===== src/rtl/sync_fifo_param.sv =====
// sync_fifo_param -- single-clock parametrised FIFO with show-ahead read port.
//
// Purpose:
//   Same-clock producer/consumer buffer. It provides a fill count,
//   programmable almost-full/almost-empty thresholds and a synchronous flush.
//   The head word is presented on rd_data before rd_en is asserted.
//
// Parameters:
//   DATA_W    width of each stored word
//   ADDR_W    log2 of depth (DEPTH = 1 << ADDR_W)
//   AF_LEVEL  almost_full  when count >= AF_LEVEL (1..DEPTH)
//   AE_LEVEL  almost_empty when count <= AE_LEVEL (0..DEPTH-1)
//
// Ports:
//   clk           rising-edge clock
//   rst_n         asynchronous active-low reset (clears pointers, not memory)
//   flush         synchronous clear of contents; overrides wr_en/rd_en
//   wr_en/wr_data write request and data; dropped when full
//   rd_en         pops the head word; ignored when empty
//   rd_data       head word, 0 while empty
//   full/empty    no free / no stored entries
//   almost_full   count >= AF_LEVEL
//   almost_empty  count <= AE_LEVEL
//   count         stored words, 0..DEPTH
//
// Optional build macro SYNC_FIFO_ERR_EN:
//   Adds sticky overflow (write while full) and underflow (read while empty)
//   outputs. Both are cleared by reset or flush.
module sync_fifo_param #(
   parameter int DATA_W   = 8,
   parameter int ADDR_W   = 4,
   parameter int AF_LEVEL = 14,
   parameter int AE_LEVEL = 2
) (
   input  logic              clk,
   input  logic              rst_n,
   input  logic              flush,
   input  logic              wr_en,
   input  logic [DATA_W-1:0] wr_data,
   input  logic              rd_en,
   output logic [DATA_W-1:0] rd_data,
   output logic              full,
   output logic              empty,
   output logic              almost_full,
   output logic              almost_empty,
   output logic [ADDR_W:0]   count
`ifdef SYNC_FIFO_ERR_EN
   ,
   output logic              overflow,
   output logic              underflow
`endif
);

   localparam int              DEPTH   = 1 << ADDR_W;
   localparam logic [ADDR_W:0] PTR_ONE = (ADDR_W+1)'(1);
   localparam logic [ADDR_W:0] AF_THR  = (ADDR_W+1)'(AF_LEVEL);
   localparam logic [ADDR_W:0] AE_THR  = (ADDR_W+1)'(AE_LEVEL);

   // Pointers carry one extra wrap bit so that full and empty are distinct
   // with all DEPTH entries usable.
   logic [ADDR_W:0]   wr_ptr_q, wr_ptr_d;
   logic [ADDR_W:0]   rd_ptr_q, rd_ptr_d;
   logic [DATA_W-1:0] mem_q [DEPTH];
   logic              wr_accept;
   logic              rd_accept;

   // Status decode from the registered pointers.
   always_comb begin
      empty        = (wr_ptr_q == rd_ptr_q);
      full         = (wr_ptr_q[ADDR_W] != rd_ptr_q[ADDR_W]) &&
                     (wr_ptr_q[ADDR_W-1:0] == rd_ptr_q[ADDR_W-1:0]);
      count        = wr_ptr_q - rd_ptr_q;
      almost_full  = (count >= AF_THR);
      almost_empty = (count <= AE_THR);
      rd_data      = empty ? '0 : mem_q[rd_ptr_q[ADDR_W-1:0]];
   end

   // Accept decisions use the pre-edge full/empty. A write into a full FIFO
   // is dropped even if a read frees a slot in the same cycle, and a read
   // of an empty FIFO is ignored even if a write lands in the same cycle.
   always_comb begin
      wr_accept = wr_en && !full  && !flush;
      rd_accept = rd_en && !empty && !flush;
   end

   always_comb begin
      wr_ptr_d = wr_ptr_q;
      rd_ptr_d = rd_ptr_q;
      if (flush) begin
         wr_ptr_d = '0;
         rd_ptr_d = '0;
      end else begin
         if (wr_accept) wr_ptr_d = wr_ptr_q + PTR_ONE;
         if (rd_accept) rd_ptr_d = rd_ptr_q + PTR_ONE;
      end
   end

   always_ff @(posedge clk or negedge rst_n) begin
      if (!rst_n) begin
         wr_ptr_q <= '0;
         rd_ptr_q <= '0;
      end else begin
         wr_ptr_q <= wr_ptr_d;
         rd_ptr_q <= rd_ptr_d;
      end
   end

   // Storage is a plain register array with no reset, because empty masks
   // stale contents on rd_data.
   always_ff @(posedge clk) begin
      if (wr_accept) mem_q[wr_ptr_q[ADDR_W-1:0]] <= wr_data;
   end

`ifdef SYNC_FIFO_ERR_EN
   logic overflow_q, overflow_d;
   logic underflow_q, underflow_d;

   always_comb begin
      overflow_d  = overflow_q;
      underflow_d = underflow_q;
      if (flush) begin
         overflow_d  = 1'b0;
         underflow_d = 1'b0;
      end else begin
         if (wr_en && full)  overflow_d  = 1'b1;
         if (rd_en && empty) underflow_d = 1'b1;
      end
   end

   always_ff @(posedge clk or negedge rst_n) begin
      if (!rst_n) begin
         overflow_q  <= 1'b0;
         underflow_q <= 1'b0;
      end else begin
         overflow_q  <= overflow_d;
         underflow_q <= underflow_d;
      end
   end

   always_comb begin
      overflow  = overflow_q;
      underflow = underflow_q;
   end
`endif

endmodule


===== config.mk =====
export PLATFORM = sky130hd
export DESIGN_NAME = sync_fifo_param
export DESIGN_NICKNAME = d
export VERILOG_FILES = /design/src/rtl/sync_fifo_param.sv
export SDC_FILE = /design/constraint.sdc
export NUM_CORES = 1
export LEC_CHECK = 0
export CORE_MARGIN = 2
export CORE_UTILIZATION = 25
export DETAILED_ROUTE_END_ITERATION = 16
export PLACE_DENSITY = 0.44
export SLEW_MARGIN = 20
export SYNTH_ARGS = -nofsm -noshare
export SYNTH_HDL_FRONTEND = slang
export SYNTH_SLANG_ARGS = --single-unit

===== constraint.sdc =====
create_clock -name clk -period 7.6 [get_ports clk]
set_clock_uncertainty 0.15 [all_clocks]
set_input_delay 1.52 -clock clk [delete_from_list [all_inputs] [get_ports clk]]
set_output_delay 1.52 -clock clk [all_outputs]
set_load 0.05 [all_outputs]

### Metal 1, run 1

Bar = 50 um.
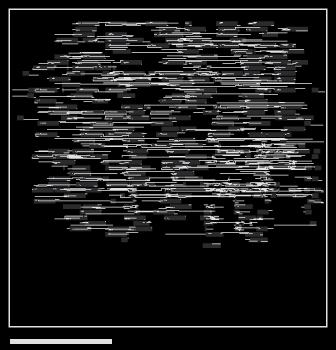
share of all routed wire: 47%
wire length on this layer: 6050 um
longest straight run: 54.3 um
main direction: horizontal

### Cell outlines without signal wires, run 1

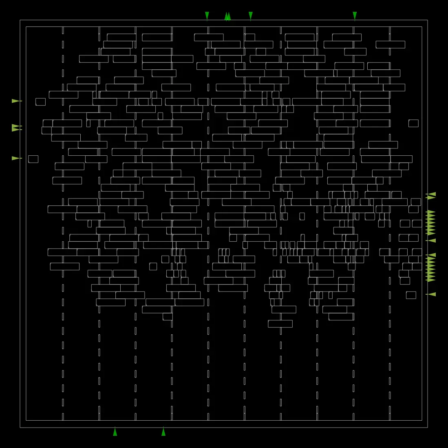
num sequential: 138
fillcell total: 2181
Core Region: 22500 um2
Util after Layout: 30.6%

### M2 wires, run 1

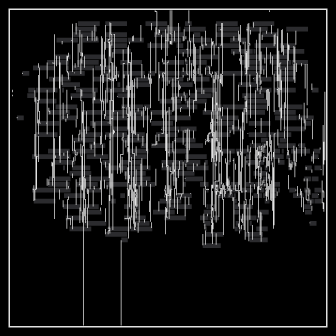
longest straight run: 72.8 um
nets with wire on the layer: 324
share of all routed wire: 46%
main direction: vertical

==> metrics.yaml, run 1 <==
status:
  status: "completed"
placed_design:
  place_area_um2: 6330
  hpwlAfterDp_um: 8570
  place_ws_ns: 2.60
logic_synthesis:
  top_logic_kind: "multiplexers"
  synth-edff-count: 128
  xor_share_pct: 1.96
  ys_types: 37
  synth_chip_area_um2: 5690
  adder_share_pct: 2.33
finish:
  mostFrequentLayoutCells: "edfxtp_1 (128), mux4_2 (32), clkdlybuf4s50_1 (29), nor2_1 (22), clkbuf_16 (17)"
  clock_area_share_pct: 8.17
  nets: 362
  comb-cell-share_pct: 22.0
  final_cells: 635
  dominant_cells: "flip-flops and latches"
  logic_area_um2: 1510
die:
  die_area_um2: 24000
  die_h_um: 155
critical_path:
  cp-start-kind: "flip-flop"
  cpPeakStageDelay_ns: 0.88
  cp-startpoint: "rd_ptr_q[1]$_DFFE_PN0P_"
  worst_path_max_delay_cell: "clkdlybuf4s50_1"
  reg2reg_to: "mem_q[11][4]$_DFFE_PP_"
  endpoint_kind: "output pin"
  endpoint: "rd_data[3]"
  worst-path-max-fanout: 36
  path_class: "flip-flop to output pin"
  critical_path_required_ns: 5.93
grt:
  gr-usage-all-layers_pct: 11.5
  grt_pass1_vias: 3073
  grtUsageMet2_pct: 17.4
timing:
  setup_slack_ns: 2.19
  timing.fmax_mhz: 185
  min_period_ns: 5.41
cts:
  clk-insertion-delay-late_ns: 0.41
  clk_pin_slew_ns: 0.05
flow_run:
  tool_warnings: 29
  maxCapViolations: 0
routing:
  drc_errors: 0
  wl_met1_um: 6050
  wl_per_cell_um: 20.1
  first_iter_violations: 204
hold_path:
  hold_path_class: "flip-flop to flip-flop"
pwr:
  clkPwrFrac_pct: 38.5
  leakage_uw: 0.00220
  maxPowerGroup: "registers"
==> run 1: worst min-delay path by stage <==
stage | startpoint | endpoint | slack, ns | depth (start not counted)
detailed placement | wr_ptr_q[4]$_DFFE_PN0P_ | wr_ptr_q[4]$_DFFE_PN0P_ | 0.51 | 2
CTS | wr_ptr_q[4]$_DFFE_PN0P_ | wr_ptr_q[4]$_DFFE_PN0P_ | 0.52 | 2
global route | wr_ptr_q[4]$_DFFE_PN0P_ | wr_ptr_q[4]$_DFFE_PN0P_ | 0.55 | 2
finish | wr_ptr_q[4]$_DFFE_PN0P_ | wr_ptr_q[4]$_DFFE_PN0P_ | 0.52 | 2
global placement | wr_ptr_q[4]$_DFFE_PN0P_ | wr_ptr_q[4]$_DFFE_PN0P_ | 0.49 | 2
floorplan | rd_ptr_q[1]$_DFFE_PN0P_ | rd_ptr_q[1]$_DFFE_PN0P_ | 0.44 | 3
==> run 1: registers in the layout, indices dropped and copies added (netlist names) <==
signal    count
mem_q       128
rd_ptr_q      5
wr_ptr_q      5
==> run 1: cell usage after synthesis (2+ instances only) <==
cell type  instances  area (um2)
edfxtp_1         128        3840
mux4_2            32         721
nor2_1            22        82.6
o21ai_0           11        55.1
dfrtp_1           10         250
mux2i_1           10         100
ha_1               9         113
a22oi_1            8        60.1
inv_1              7        26.3
xnor2_1            6        52.6
clkbuf_1           5        18.8
nand2_1            5        18.8
a21oi_1            4        20.0
nor3_1             4        20.0
buf_2              3        15.0
nand4_1            3        18.8
xor2_1             3        26.3
a211oi_4           2        40.0
a21o_1             2        15.0
buf_4              2        15.0
nand2b_1           2        12.5
o21ai_1            2        10.0
or3_1              2        12.5
==> run 1: worst min-delay path, stage by stage, from the launching register on <==
cell and delay [ns]:
dfrtp_1 0.45, o21ai_0 0.11, a21oi_1 0.06
--- run 2 (diff from run 1) ---
==> constraint.sdc (replaced) <==
create_clock -name clk -period 5.3 [get_ports clk]
set_clock_uncertainty 0.15 [all_clocks]
set_input_delay 1.06 -clock clk [delete_from_list [all_inputs] [get_ports clk]]
set_output_delay 1.06 -clock clk [all_outputs]
set_load 0.05 [all_outputs]
### Metal 1, run 2

Bar = 50 um.
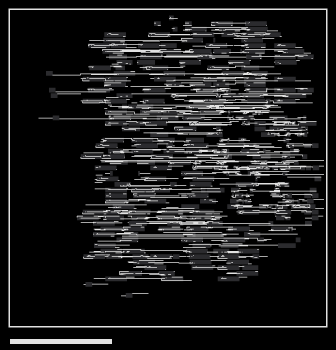
nets with wire on the layer: 336
wire length on this layer: 6080 um
main direction: horizontal
longest straight run: 66.2 um

==> run 2 against run 1 <==
  * Total power is 38% higher
  * Hold slack worse by 0.0097 ns
  * Worst setup slack got worse by 1.3 ns
  * Clock power rose by about 30%
  * Register-to-register slack got worse by 2.2 ns
  * Sequential share of layout area is 0.55 points higher
  * Sequential cell count unchanged
  * Critical endpoint is now almost_empty
  * Largest power group unchanged
  * Highest routed layer unchanged
==> metrics.yaml, run 2 <==
die:
  die_area_um2: 24000
  core_area_um2: 22500
  die_h_um: 155
  die_w_um: 155
logic_synthesis:
  async_flop_share_pct: 7.25
  ys_types: 37
  ff_type: "edfxtp_1"
  most_common_cell: "edfxtp_1"
  top_area_cell: "edfxtp_1"
  netlist_instances: 296
  synth_chip_area_um2: 5690
  topCellsByArea: "edfxtp_1 (68%), mux4_2 (13%), dfrtp_1 (4.4%)"
  netlist.area_leader.share_pct: 67.5
  yosys-top-cells-count: "edfxtp_1 (128), mux4_2 (32), nor2_1 (22), o21ai_0 (11)"
pwr:
  maxPowerGroup: "registers"
  leakage_uw: 0.00219
  clkPwrFrac_pct: 36.3
finish:
  logic_area_um2: 1510
  fillers: 2173
  synthToLayoutAreaGrowth_pct: 20.0
  nets: 362
  largest_reg_flops: 128
routing:
  drc_errors: 0
  first_iter_violations: 238
critical_path:
  path_class: "flip-flop to output pin"
  cp-start-kind: "flip-flop"
  worst_path_max_delay_cell: "clkdlybuf4s50_1"
  critical_path_required_ns: 4.09
  worst-path-max-fanout: 4
  cpPeakStageDelay_ns: 0.86
  cp-startpoint: "wr_ptr_q[0]$_DFFE_PN0P_"
cts:
  clk-insertion-delay-late_ns: 0.42
  clk_pin_slew_ns: 0.05
grt:
  grt_pass1_vias: 3035
  gr-usage-all-layers_pct: 11.6
hold_path:
  hold_path_class: "flip-flop to flip-flop"
  hold_path_startpoint: "wr_ptr_q[4]$_DFFE_PN0P_"
timing:
  timing.fmax_mhz: 228
  min_period_ns: 4.38
placed_design:
  hpwlAfterDp_um: 8370
flow_run:
  maxCapViolations: 0
status:
  status: "completed"
### Register map, names as in the netlist, run 2

Other sequential cells in the stronger grey, the rest of the logic in the fainter grey.
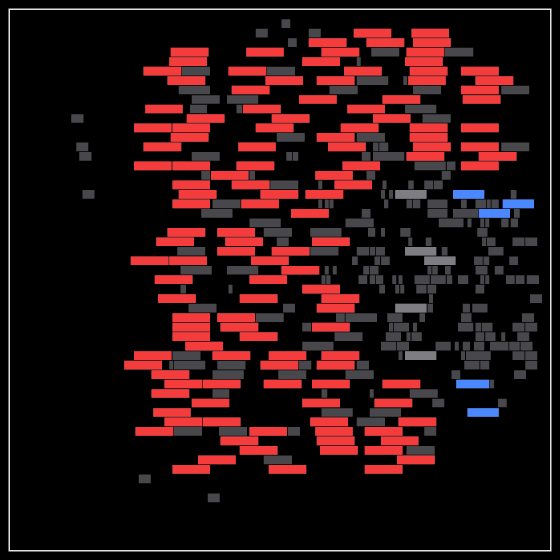
legend:
  `rd_ptr_q`:
    colour: blue
    placed_flops: 5
  `mem_q`:
    colour: red
    placed_flops: 128

run 2: final cells by class:
class | count | area share, %
multi-input cells | 139 | 22.2
inverters | 8 | 0.440
flip-flops and latches | 138 | 60.0
repair buffers | 35 | 4.62
clock inverters | 8 | 0.696
well taps | 285 | 5.22
clock buffers | 24 | 6.91
run 2: path summary, 6_finish.rpt:
| check | to | slack (ns) | cells after the start |
|---|---|---|---|
| max | almost_empty | 0.92 | 9 |
| min | wr_ptr_q[4]$_DFFE_PN0P_ | 0.51 | 2 |
| max reg2reg | mem_q[9][0]$_DFFE_PP_ | 1.97 | 6 |
| min reg2reg | wr_ptr_q[4]$_DFFE_PN0P_ | 0.51 | 2 |
| max in group asynchronous | rd_ptr_q[0]$_DFFE_PN0P_ | 3.77 | 1 |
| min in group asynchronous | wr_ptr_q[2]$_DFFE_PN0P_ | 0.84 | 1 |
run 2: kinds of logic after synthesis:
logic type / Yosys count / share of synthesized area (%)
flip-flops: 138 / 71.9
multiplexers: 42 / 14.4
AND/OR/NAND/NOR: 40 / 3.14
AND-OR/OR-AND: 36 / 4.75
buffers and inverters: 19 / 1.45
XOR/XNOR: 11 / 1.96
adder cells (fa/ha/maj): 10 / 2.33
run 2: through the flow:
stage	instance area (um2)	power (uW)	hold slack (ns)	setup slack (ns)	std cells
after floorplan	5690	1660	0.440	0.883	296
after global routing	6830	2980	0.540	0.688	637
after detailed placement	6310	1860	0.506	1.32	605
after CTS	6830	2900	0.515	0.868	637
after global placement	6310	1860	0.490	1.38	605
final	6830	2860	0.508	0.918	637
run 2: layer usage:
metal / part of all wire (%) / track usage (%) / vias up
li1: - / - / 1280
met1: 46 / 15.5 / 1538
met2: 48 / 18.3 / 66
met3: 4.4 / 3.12 / 12
met4: 1.2 / 3.70 / 0
met5: 0 / 0 / -
--- run 3 (diff from run 2) ---
==> constraint.sdc (replaced) <==
create_clock -name clk -period 4.54 [get_ports clk]
set_clock_uncertainty 0.15 [all_clocks]
set_input_delay 0.908 -clock clk [delete_from_list [all_inputs] [get_ports clk]]
set_output_delay 0.908 -clock clk [all_outputs]
set_load 0.05 [all_outputs]
### Register map, names as in the netlist, run 3

Other sequential cells in the stronger grey, the rest of the logic in the fainter grey.
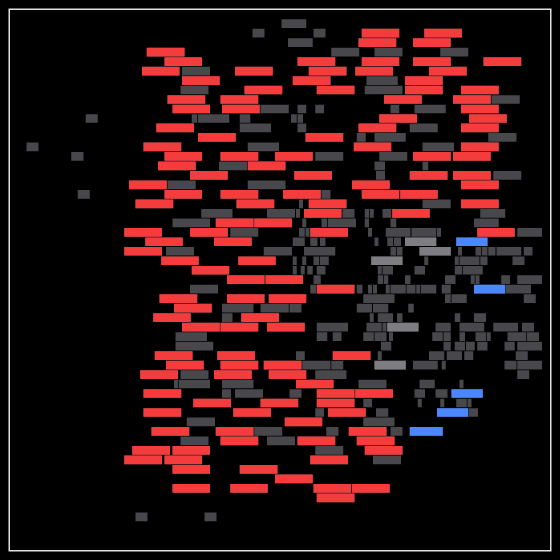
legend:
  `rd_ptr_q`:
    colour: blue
    placed_flops: 5
  `mem_q`:
    colour: red
    placed_flops: 128
not coloured: 5

==> run 3 against run 2 <==
  * First-iteration DRC count decreased by 17%
  * Core utilization is 1.1 points higher
  * Non-clock buffer count unchanged
  * Sequential power up 18%
  * Die size unchanged
  * Register-to-register slack got worse by 0.70 ns
  * Hold slack gained 0.018 ns
==> metrics.yaml, run 3 <==
status:
  status: "completed"
hold_path:
  hold_path_startpoint: "wr_ptr_q[4]$_DFFE_PN0P_"
  hold_path_class: "flip-flop to flip-flop"
  hold_depth: 2
  min_to: "wr_ptr_q[4]$_DFFE_PN0P_"
timing:
  min_period_ns: 4.10
  holdWs_ns: 0.526
  setup_slack_ns: 0.445
flow_run:
  maxCapViolations: 0
  tool_warnings: 29
finish:
  mostFrequentLayoutCells: "edfxtp_1 (128), mux4_2 (32), nor2_1 (22), clkbuf_16 (17), clkdlybuf4s50_1 (16)"
  logic_area_um2: 1510
  final_util_pct: 31.4
  fillers: 2148
  largest_reg_flops: 128
  final_area_um2: 7070
logic_synthesis:
  adder_share_pct: 2.33
  async_flop_share_pct: 7.25
  synth_simple_gate_area_share_pct: 3.14
  ff_type: "edfxtp_1"
  top_area_cell: "edfxtp_1"
  topCellsByArea: "edfxtp_1 (68%), mux4_2 (13%), dfrtp_1 (4.4%)"
  ys_cells: 296
  xor_share_pct: 1.96
  yosys-top-cells-count: "edfxtp_1 (128), mux4_2 (32), nor2_1 (22), o21ai_0 (11)"
  netlist.area_leader.share_pct: 67.5
  top_logic_kind: "multiplexers"
  netlist_instances: 296
  aoi_share_pct: 4.75
cts:
  cts-htree-levels: 4
  clk_pin_slew_ns: 0.06
  clk-insertion-delay-late_ns: 0.41
routing:
  drc_errors: 0
  topRoutingLayerUsed: "met4"
  wl_met2_um: 6300
  wl_per_cell_um: 20.8
  wl_met1_um: 6070
  first_iter_violations: 198
  met3_length_um: 669
placed_design:
  hpwlAfterDp_um: 8610
  dp.cells: 605
  place_ws_ns: 0.880
  place_area_um2: 6450
critical_path:
  worst-path-max-fanout: 10
  reg2reg_to: "mem_q[11][4]$_DFFE_PP_"
  path_class: "flip-flop to output pin"
  cp-start-kind: "flip-flop"
  critical_path_required_ns: 3.48
  endpoint_kind: "output pin"
  r2r_slack_ns: 1.27
pwr:
  total_power_uw: 3700
  clkPwrFrac_pct: 39.3
die:
  core_area_um2: 22500
  die_w_um: 155
  die_area_um2: 24000
  die_h_um: 155
grt:
  grt-busiest-layer: "met2"
  grt_util_met3_pct: 2.90
  grtUsageMet2_pct: 17.8
  grt_pass1_vias: 3032
  gr-usage-all-layers_pct: 11.8
### Signal wires on met3, run 3

Bar = 50 um.
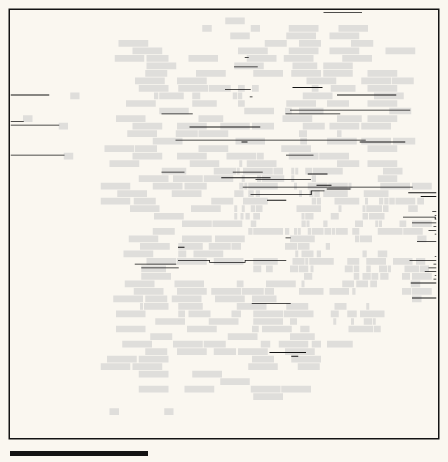
nets with wire on the layer: 41
share of all routed wire: 5.1%
longest straight run: 68.5 um

## run 3: cell counts after synthesis
No cell type changed its count.
## run 3: worst max-delay path by stage
| stage | start | endpoint | slack (ns) | cells past startpoint |
|---|---|---|---|---|
| finish | rd_ptr_q[3]$_DFFE_PN0P_ | rd_data[0] | 0.44 | 7 |
| global route | rd_ptr_q[3]$_DFFE_PN0P_ | rd_data[0] | 0.16 | 6 |
| CTS | rd_ptr_q[3]$_DFFE_PN0P_ | rd_data[0] | 0.41 | 7 |
| detailed placement | rd_ptr_q[3]$_DFFE_PN0P_ | rd_data[0] | 0.88 | 7 |
| global placement | rd_ptr_q[3]$_DFFE_PN0P_ | rd_data[0] | 0.87 | 6 |
| floorplan | rd_ptr_q[1]$_DFFE_PN0P_ | almost_empty | 0.27 | 8 |
## run 3: final cells by class
class,instances,area share (%)
clock buffers,18,6.07
clock inverters,14,2.78
inverters,8,0.424
multi-input cells,139,21.4
flip-flops and latches,138,57.9
well taps,285,5.04
repair buffers,35,6.40
## run 3: cell families (layout without fill, tap and decap cells)
logic type                 count (synthesis)  count (layout)
AOI/OAI and AO/OA                         36              36
xor gates and xnor gates                  11              11
adders and majority gates                 10              10
buffers and inverters                     19              75
DFF                                      138             138
muxes                                     42              42
and+or+nand+nor                           40              40
## run 3: power groups by stage
stage	clock [uW]	sequential, uW	combinational [uW]
2_1_floorplan	0	1440	507
3_3_place_gp	0	1460	826
3_5_place_dp	0	1460	830
4_1_cts	1480	1430	830
5_1_grt	1540	1440	867
6_report	1450	1430	815
## run 3: worst max-delay path, stage by stage (launching register included)
cell and delay [ns]:
dfrtp_1 0.46, inv_2 0.31, ha_1 0.34, and4_1 0.29, a211oi_4 0.51, a22oi_1 0.20, o21ai_0 0.29, buf_12 0.22
Power figures rest on the tool's default switching activity, not on a simulated workload.
